File: src/rtl/fp8_pkg.sv
// Shared constants and field layout for the 8-bit minifloat datapath.
package fp8_pkg;

    localparam int unsigned EXP_W   = 4;
    localparam int unsigned FRAC_W  = 3;
    localparam int unsigned MANT_W  = 8;
    localparam int unsigned FP_W    = 1 + EXP_W + FRAC_W;
    localparam int unsigned BIAS    = (1 << (EXP_W - 1)) - 1;
    localparam int unsigned GUARD_W = MANT_W - 1 - FRAC_W;

    typedef struct packed {
        logic              sign;
        logic [EXP_W-1:0]  exp;
        logic [FRAC_W-1:0] frac;
    } fp8_t;

    // exp == 0 encodes zero: no hidden bit and the fraction is ignored.
    function automatic logic [MANT_W-1:0] fp8_mant(input fp8_t x);
        logic nz;
        nz = (x.exp != '0);
        return {nz, (nz ? x.frac : {FRAC_W{1'b0}}), {GUARD_W{1'b0}}};
    endfunction

endpackage

File: src/rtl/align_shifter.sv
// Right-shifts the smaller mantissa by the exponent difference, folding every
// bit shifted out into the LSB as a sticky bit.
module align_shifter
    import fp8_pkg::*;
(
    input  logic [MANT_W-1:0] mant_i,
    input  logic [3:0]        shamt_i,
    output logic [MANT_W-1:0] mant_o
);

    logic [MANT_W-1:0] lost_mask;

    // Shift with sticky; shifts of MANT_W or more leave only the sticky bit.
    always_comb begin
        lost_mask = '0;
        mant_o    = '0;
        if (int'(shamt_i) >= int'(MANT_W)) begin
            mant_o[0] = |mant_i;
        end else begin
            lost_mask = ~({MANT_W{1'b1}} << shamt_i);
            mant_o    = mant_i >> shamt_i;
            mant_o[0] = mant_o[0] | (|(mant_i & lost_mask));
        end
    end

endmodule

File: src/rtl/fp_add_align.sv
// Front end of the minifloat adder: magnitude ordering, swap, alignment and
// presentation of the (a, b, c_in) triple to the carry-lookahead adder.
module fp_add_align
    import fp8_pkg::*;
(
    input  logic              clk,
    input  logic              rst_n,
    input  logic              in_valid,
    output logic              in_ready,
    input  logic [FP_W-1:0]   op_a,
    input  logic [FP_W-1:0]   op_b,
    input  logic              sub,
    output logic              out_valid,
    input  logic              out_ready,
    output logic [MANT_W-1:0] add_a,
    output logic [MANT_W-1:0] add_b,
    output logic              add_cin,
    output logic [EXP_W-1:0]  exp_out,
    output logic              sign_out,
    output logic              eff_sub
);

    fp8_t              a, b, l, s;
    logic              sb_e, swap, tie;
    logic              s1_eff_sub_d, s1_sign_d;
    logic [EXP_W-1:0]  s1_d_d;

    logic              s1_valid_q, s1_sign_q, s1_eff_sub_q;
    logic [MANT_W-1:0] s1_ml_q, s1_ms_q;
    logic [EXP_W-1:0]  s1_d_q, s1_exp_q;

    logic              out_valid_q, add_cin_q, sign_q, eff_sub_q;
    logic [MANT_W-1:0] add_a_q, add_b_q, sh, add_b_d;
    logic [EXP_W-1:0]  exp_q;

    logic              out_adv, s1_adv, in_fire;

    assign a = fp8_t'(op_a);
    assign b = fp8_t'(op_b);

    // Handshake: each stage moves when the one after it can take its entry.
    assign out_adv  = !out_valid_q || out_ready;
    assign s1_adv   = !s1_valid_q || out_adv;
    assign in_ready = s1_adv;
    assign in_fire  = in_valid && s1_adv;

    // Order operands by magnitude and derive the result sign.
    always_comb begin
        sb_e         = b.sign ^ sub;
        s1_eff_sub_d = a.sign ^ sb_e;
        swap         = {b.exp, b.frac} > {a.exp, a.frac};
        tie          = {b.exp, b.frac} == {a.exp, a.frac};
        l            = swap ? b : a;
        s            = swap ? a : b;
        s1_d_d       = l.exp - s.exp;
        if (tie) begin
            // Exact cancellation yields +0; equal-magnitude addition keeps A's sign.
            s1_sign_d = s1_eff_sub_d ? 1'b0 : a.sign;
        end else begin
            s1_sign_d = swap ? sb_e : a.sign;
        end
    end

    // Stage 1 register: ordered mantissas, exponent difference and flags.
    always_ff @(posedge clk or negedge rst_n) begin
        if (!rst_n) begin
            s1_valid_q   <= 1'b0;
            s1_ml_q      <= '0;
            s1_ms_q      <= '0;
            s1_d_q       <= '0;
            s1_exp_q     <= '0;
            s1_sign_q    <= 1'b0;
            s1_eff_sub_q <= 1'b0;
        end else if (s1_adv) begin
            s1_valid_q <= in_valid;
            if (in_fire) begin
                s1_ml_q      <= fp8_mant(l);
                s1_ms_q      <= fp8_mant(s);
                s1_d_q       <= s1_d_d;
                s1_exp_q     <= l.exp;
                s1_sign_q    <= s1_sign_d;
                s1_eff_sub_q <= s1_eff_sub_d;
            end
        end
    end

    align_shifter u_align_shifter (
        .mant_i  (s1_ms_q),
        .shamt_i (s1_d_q),
        .mant_o  (sh)
    );

    // Subtraction feeds the adder ~b with carry-in 1 (two's complement).
    always_comb begin
        add_b_d = s1_eff_sub_q ? ~sh : sh;
    end

    // Output register: held stable while the adder stage stalls.
    always_ff @(posedge clk or negedge rst_n) begin
        if (!rst_n) begin
            out_valid_q <= 1'b0;
            add_a_q     <= '0;
            add_b_q     <= '0;
            add_cin_q   <= 1'b0;
            exp_q       <= '0;
            sign_q      <= 1'b0;
            eff_sub_q   <= 1'b0;
        end else if (out_adv) begin
            out_valid_q <= s1_valid_q;
            if (s1_valid_q) begin
                add_a_q   <= s1_ml_q;
                add_b_q   <= add_b_d;
                add_cin_q <= s1_eff_sub_q;
                exp_q     <= s1_exp_q;
                sign_q    <= s1_sign_q;
                eff_sub_q <= s1_eff_sub_q;
            end
        end
    end

    assign out_valid = out_valid_q;
    assign add_a     = add_a_q;
    assign add_b     = add_b_q;
    assign add_cin   = add_cin_q;
    assign exp_out   = exp_q;
    assign sign_out  = sign_q;
    assign eff_sub   = eff_sub_q;

endmodule

File: config.mk
export PLATFORM = sky130hd
export DESIGN_NAME = fp_add_align
export DESIGN_NICKNAME = d
export VERILOG_FILES = /design/src/rtl/fp8_pkg.sv /design/src/rtl/align_shifter.sv /design/src/rtl/fp_add_align.sv
export SDC_FILE = /design/constraint.sdc
export NUM_CORES = 1
export LEC_CHECK = 0
export CELL_PAD_IN_SITES_DETAIL_PLACEMENT = 0
export CELL_PAD_IN_SITES_GLOBAL_PLACEMENT = 1
export CORE_MARGIN = 3
export CORE_UTILIZATION = 43
export CTS_BUF_LIST = sky130_fd_sc_hd__clkbuf_2 sky130_fd_sc_hd__clkbuf_4 sky130_fd_sc_hd__clkbuf_8
export DETAILED_ROUTE_END_ITERATION = 12
export PLACE_DENSITY = 0.95
export SETUP_SLACK_MARGIN = 0.1
export SLEW_MARGIN = 20
export SYNTH_ARGS = -nofsm -noshare
export SYNTH_HDL_FRONTEND = slang
export SYNTH_SLANG_ARGS = --single-unit
File: constraint.sdc
create_clock -name clk -period 3.05 [get_ports clk]
set_input_delay 0.305 -clock clk [delete_from_list [all_inputs] [get_ports clk]]
set_output_delay 0.305 -clock clk [all_outputs]
set_load 0.03 [all_outputs]
==> reports/metrics.cfg <==
[clock_network]
path_clk_slew_ns = 0.08
hold_buffers = 0
clkSinkCount = 38
clockBufferDepth = 2
cts_tree = built

[final_timing]
fmax_mhz = 360
finClkSkew_ns = 0.00459
slew_headroom_pct = 46.1
report.final.setup_viol = 0
hold_slack_ns = 0.108
rsz0062_at_grt = false
maxSlewViolCount = 0

[critical_path]
crit_slowest_cell = or4_1
critical_path_arrival_ns = 2.96
r2r-start = out_valid$_DFFE_PN0P_
path_delay_family = AND-OR/OR-AND gates
r2r_end = s1_d_q[3]$_DFFE_PN0P_
cp_cell_sequence = clkdlybuf4s50_1 -> inv_1 -> ha_1 -> nand4_1 -> a21o_1 -> a2111o_1 -> o21a_1 -> ha_1 -> or4_1 -> a41o_1
r2r_cells = 6
critPathCaptureType = flip-flop
cp_max_fo = 4
cp_num_buf_inv = 2
max_stage_delay_ns = 0.50
endpoint = s1_d_q[2]$_DFFE_PN0P_

[power_and_ir_drop]
p_switching_mw = 0.708
p_comb_share_pct = 42.0
p_per_area_mw_per_mm2 = 663
p_int_mw = 1.16
power_mw = 1.87

[synth]
syn-instance-count = 232
fa_ha_area_share_pct = 5.13
yosys_area_sq_mm = 0.00219
ys.flops = 38
yosys_warnings = 0
mappedNetlistArea_sq_mm = 0.00219
ys_seq_share_pct = 43.3
xor_share_pct = 3.59
syn_avg_cell_area_sq_um = 9.46
ys_types = 43
flop_cell = dfrtp_1
synthSimpleGateAreaFrac_pct = 15.3

[placement]
placed_cell_area_sq_mm = 0.00273
hpwl_um = 3540

[global_route]
grt_overflow_total = 0
grt_usage_pct = 15.7
grt_max_degree = 39

[floorplanning]
die_x_um = 77.4
pin_count = 46
fp_util_pct = 45.6

[layout]
mostFrequentLayoutCell = clkdlybuf4s50_1
comb_area_share_pct = 40.7
antenna_cells = 0
most-common-layout-cells = 40 x clkdlybuf4s50_1, 38 x dfrtp_1, 33 x nand2_1
seq_area_sq_um = 951
logic_gates = 174
nNetsFinal = 313

[min_path]
hold_class = primary input to async pin

[outcome]
outcome = finished, final reports clean

[run]
warnings = 26

[route]
drc = 0
dr.pass1.iters = 4

-- run 1: routing by layer --
metal  global-route usage, %  wire length (um)
met1                    20.5              2170
met2                    26.0              2140
met3                    2.55               164
met4                    6.41                50
met5                       0                 0
-- run 1: power by group through the flow --
stage / Clock (mW) / Sequential, mW / Combinational, mW
floorplan: 0 / 0.884 / 0.365
global placement: 0 / 0.755 / 0.781
detailed placement: 0 / 0.764 / 0.792
CTS: 0.346 / 0.753 / 0.794
global route: 0.370 / 0.775 / 0.853
finish: 0.335 / 0.750 / 0.785
-- run 1: per-stage QoR --
| step | worst slack (ns) | utilization (%) |
|---|---|---|
| 2_1_floorplan | 0.504 | - |
| 3_3_place_gp | 0.0245 | 56.7 |
| 3_5_place_dp | -0.0307 | 56.7 |
| 4_1_cts | 0.268 | 58.6 |
| 5_1_grt | 0.120 | 58.6 |
| 6_report | 0.271 | 58.6 |
-- run 1: worst min-delay path by stage --
stage               start                endpoint  slack, ns  depth (start not counted)
detailed placement  rst_n  exp_out[0]$_DFFE_PN0P_       0.44                          1
global placement    rst_n  exp_out[3]$_DFFE_PN0P_       0.44                          1
finish              rst_n  exp_out[1]$_DFFE_PN0P_       0.11                          1
floorplan           rst_n    add_a[4]$_DFFE_PN0P_      0.009                          0
CTS                 rst_n  exp_out[0]$_DFFE_PN0P_       0.13                          1
global route        rst_n    add_b[6]$_DFFE_PN0P_       0.16                          1
-- run 1: cells in the mapped netlist (all sizes together) (2+ instances only) --
cell	number
dfrtp	38
nand2	33
o21ai	24
mux2	16
nor2	16
a21oi	14
clkbuf	9
ha	9
inv	8
mux2i	8
buf	6
xor2	5
nand2b	4
nor3	4
xnor2	4
a21o	3
nor2b	3
o21a	3
and2	2
and3	2
nand3	2
nand3b	2
o31ai	2
**Run 1: a small window of the routed layout**

The bar under the picture is 10 um long. Window x 26 to 51, y 11 to 36 um. Cells in grey, sequential cells in the stronger grey; small squares are vias.
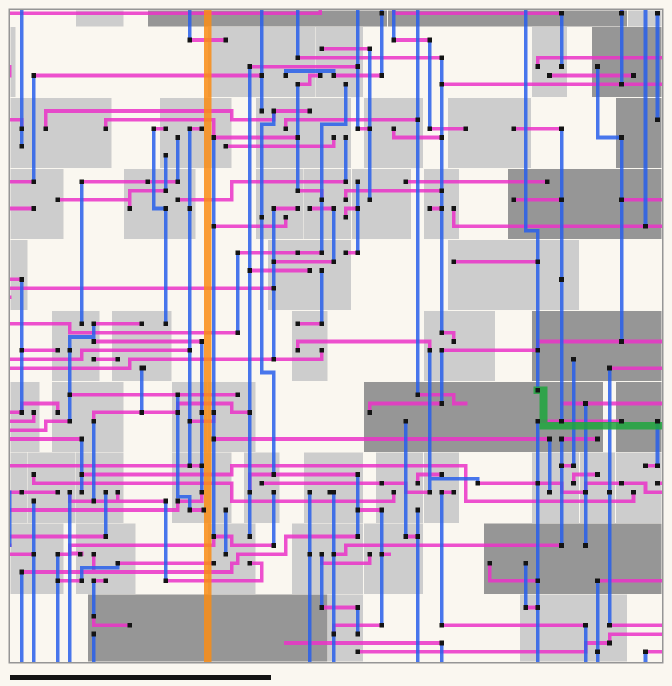
legend:
  M1:
    colour: magenta
  M2:
    colour: blue
  M4:
    colour: orange
  M3:
    colour: green
most frequent: nand2_1 (6), o21ai_0 (5), dfrtp_1 (5)
cells with their middle in the window: 45
sequential cells in the window: 5

**Run 1: cell outlines without signal wires**

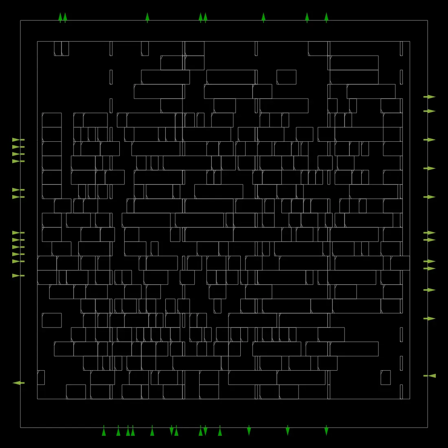
core area: 0.00482 sq mm
fillers: 463
Finished Layout Cells: 351
seq_cells: 38

**Run 1: clock network drawn from the DEF**

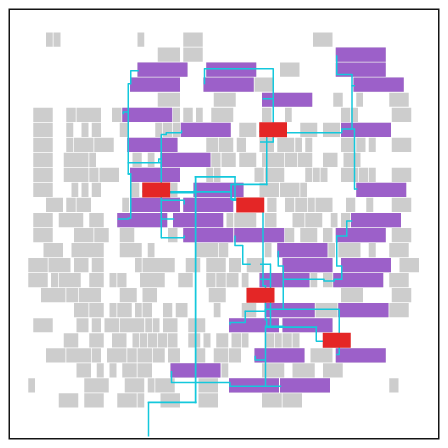
legend:
  clock-net drivers:
    colour: red
    count: 5
  flip-flops:
    colour: purple
    count: 38
  clock wires:
    colour: cyan
    length: 438 um
routed clock nets: 6

**Run 1: gate-type map**

The bar under the picture is 20 um long.
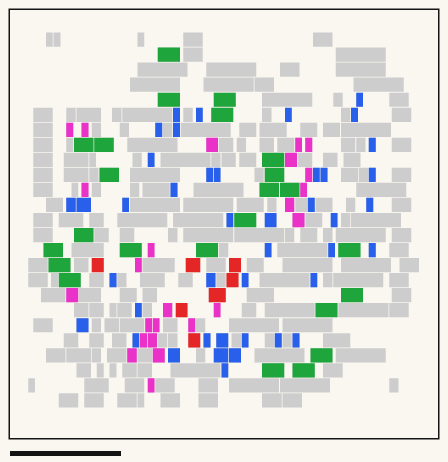
legend:
  nand cells:
    colour: blue
    cells: 42
  mux cells:
    colour: green
    cells: 24
  and/or cells:
    colour: red
    cells: 7
  nor cells:
    colour: magenta
    cells: 24

Power figures rest on the tool's default switching activity, not on a simulated workload.
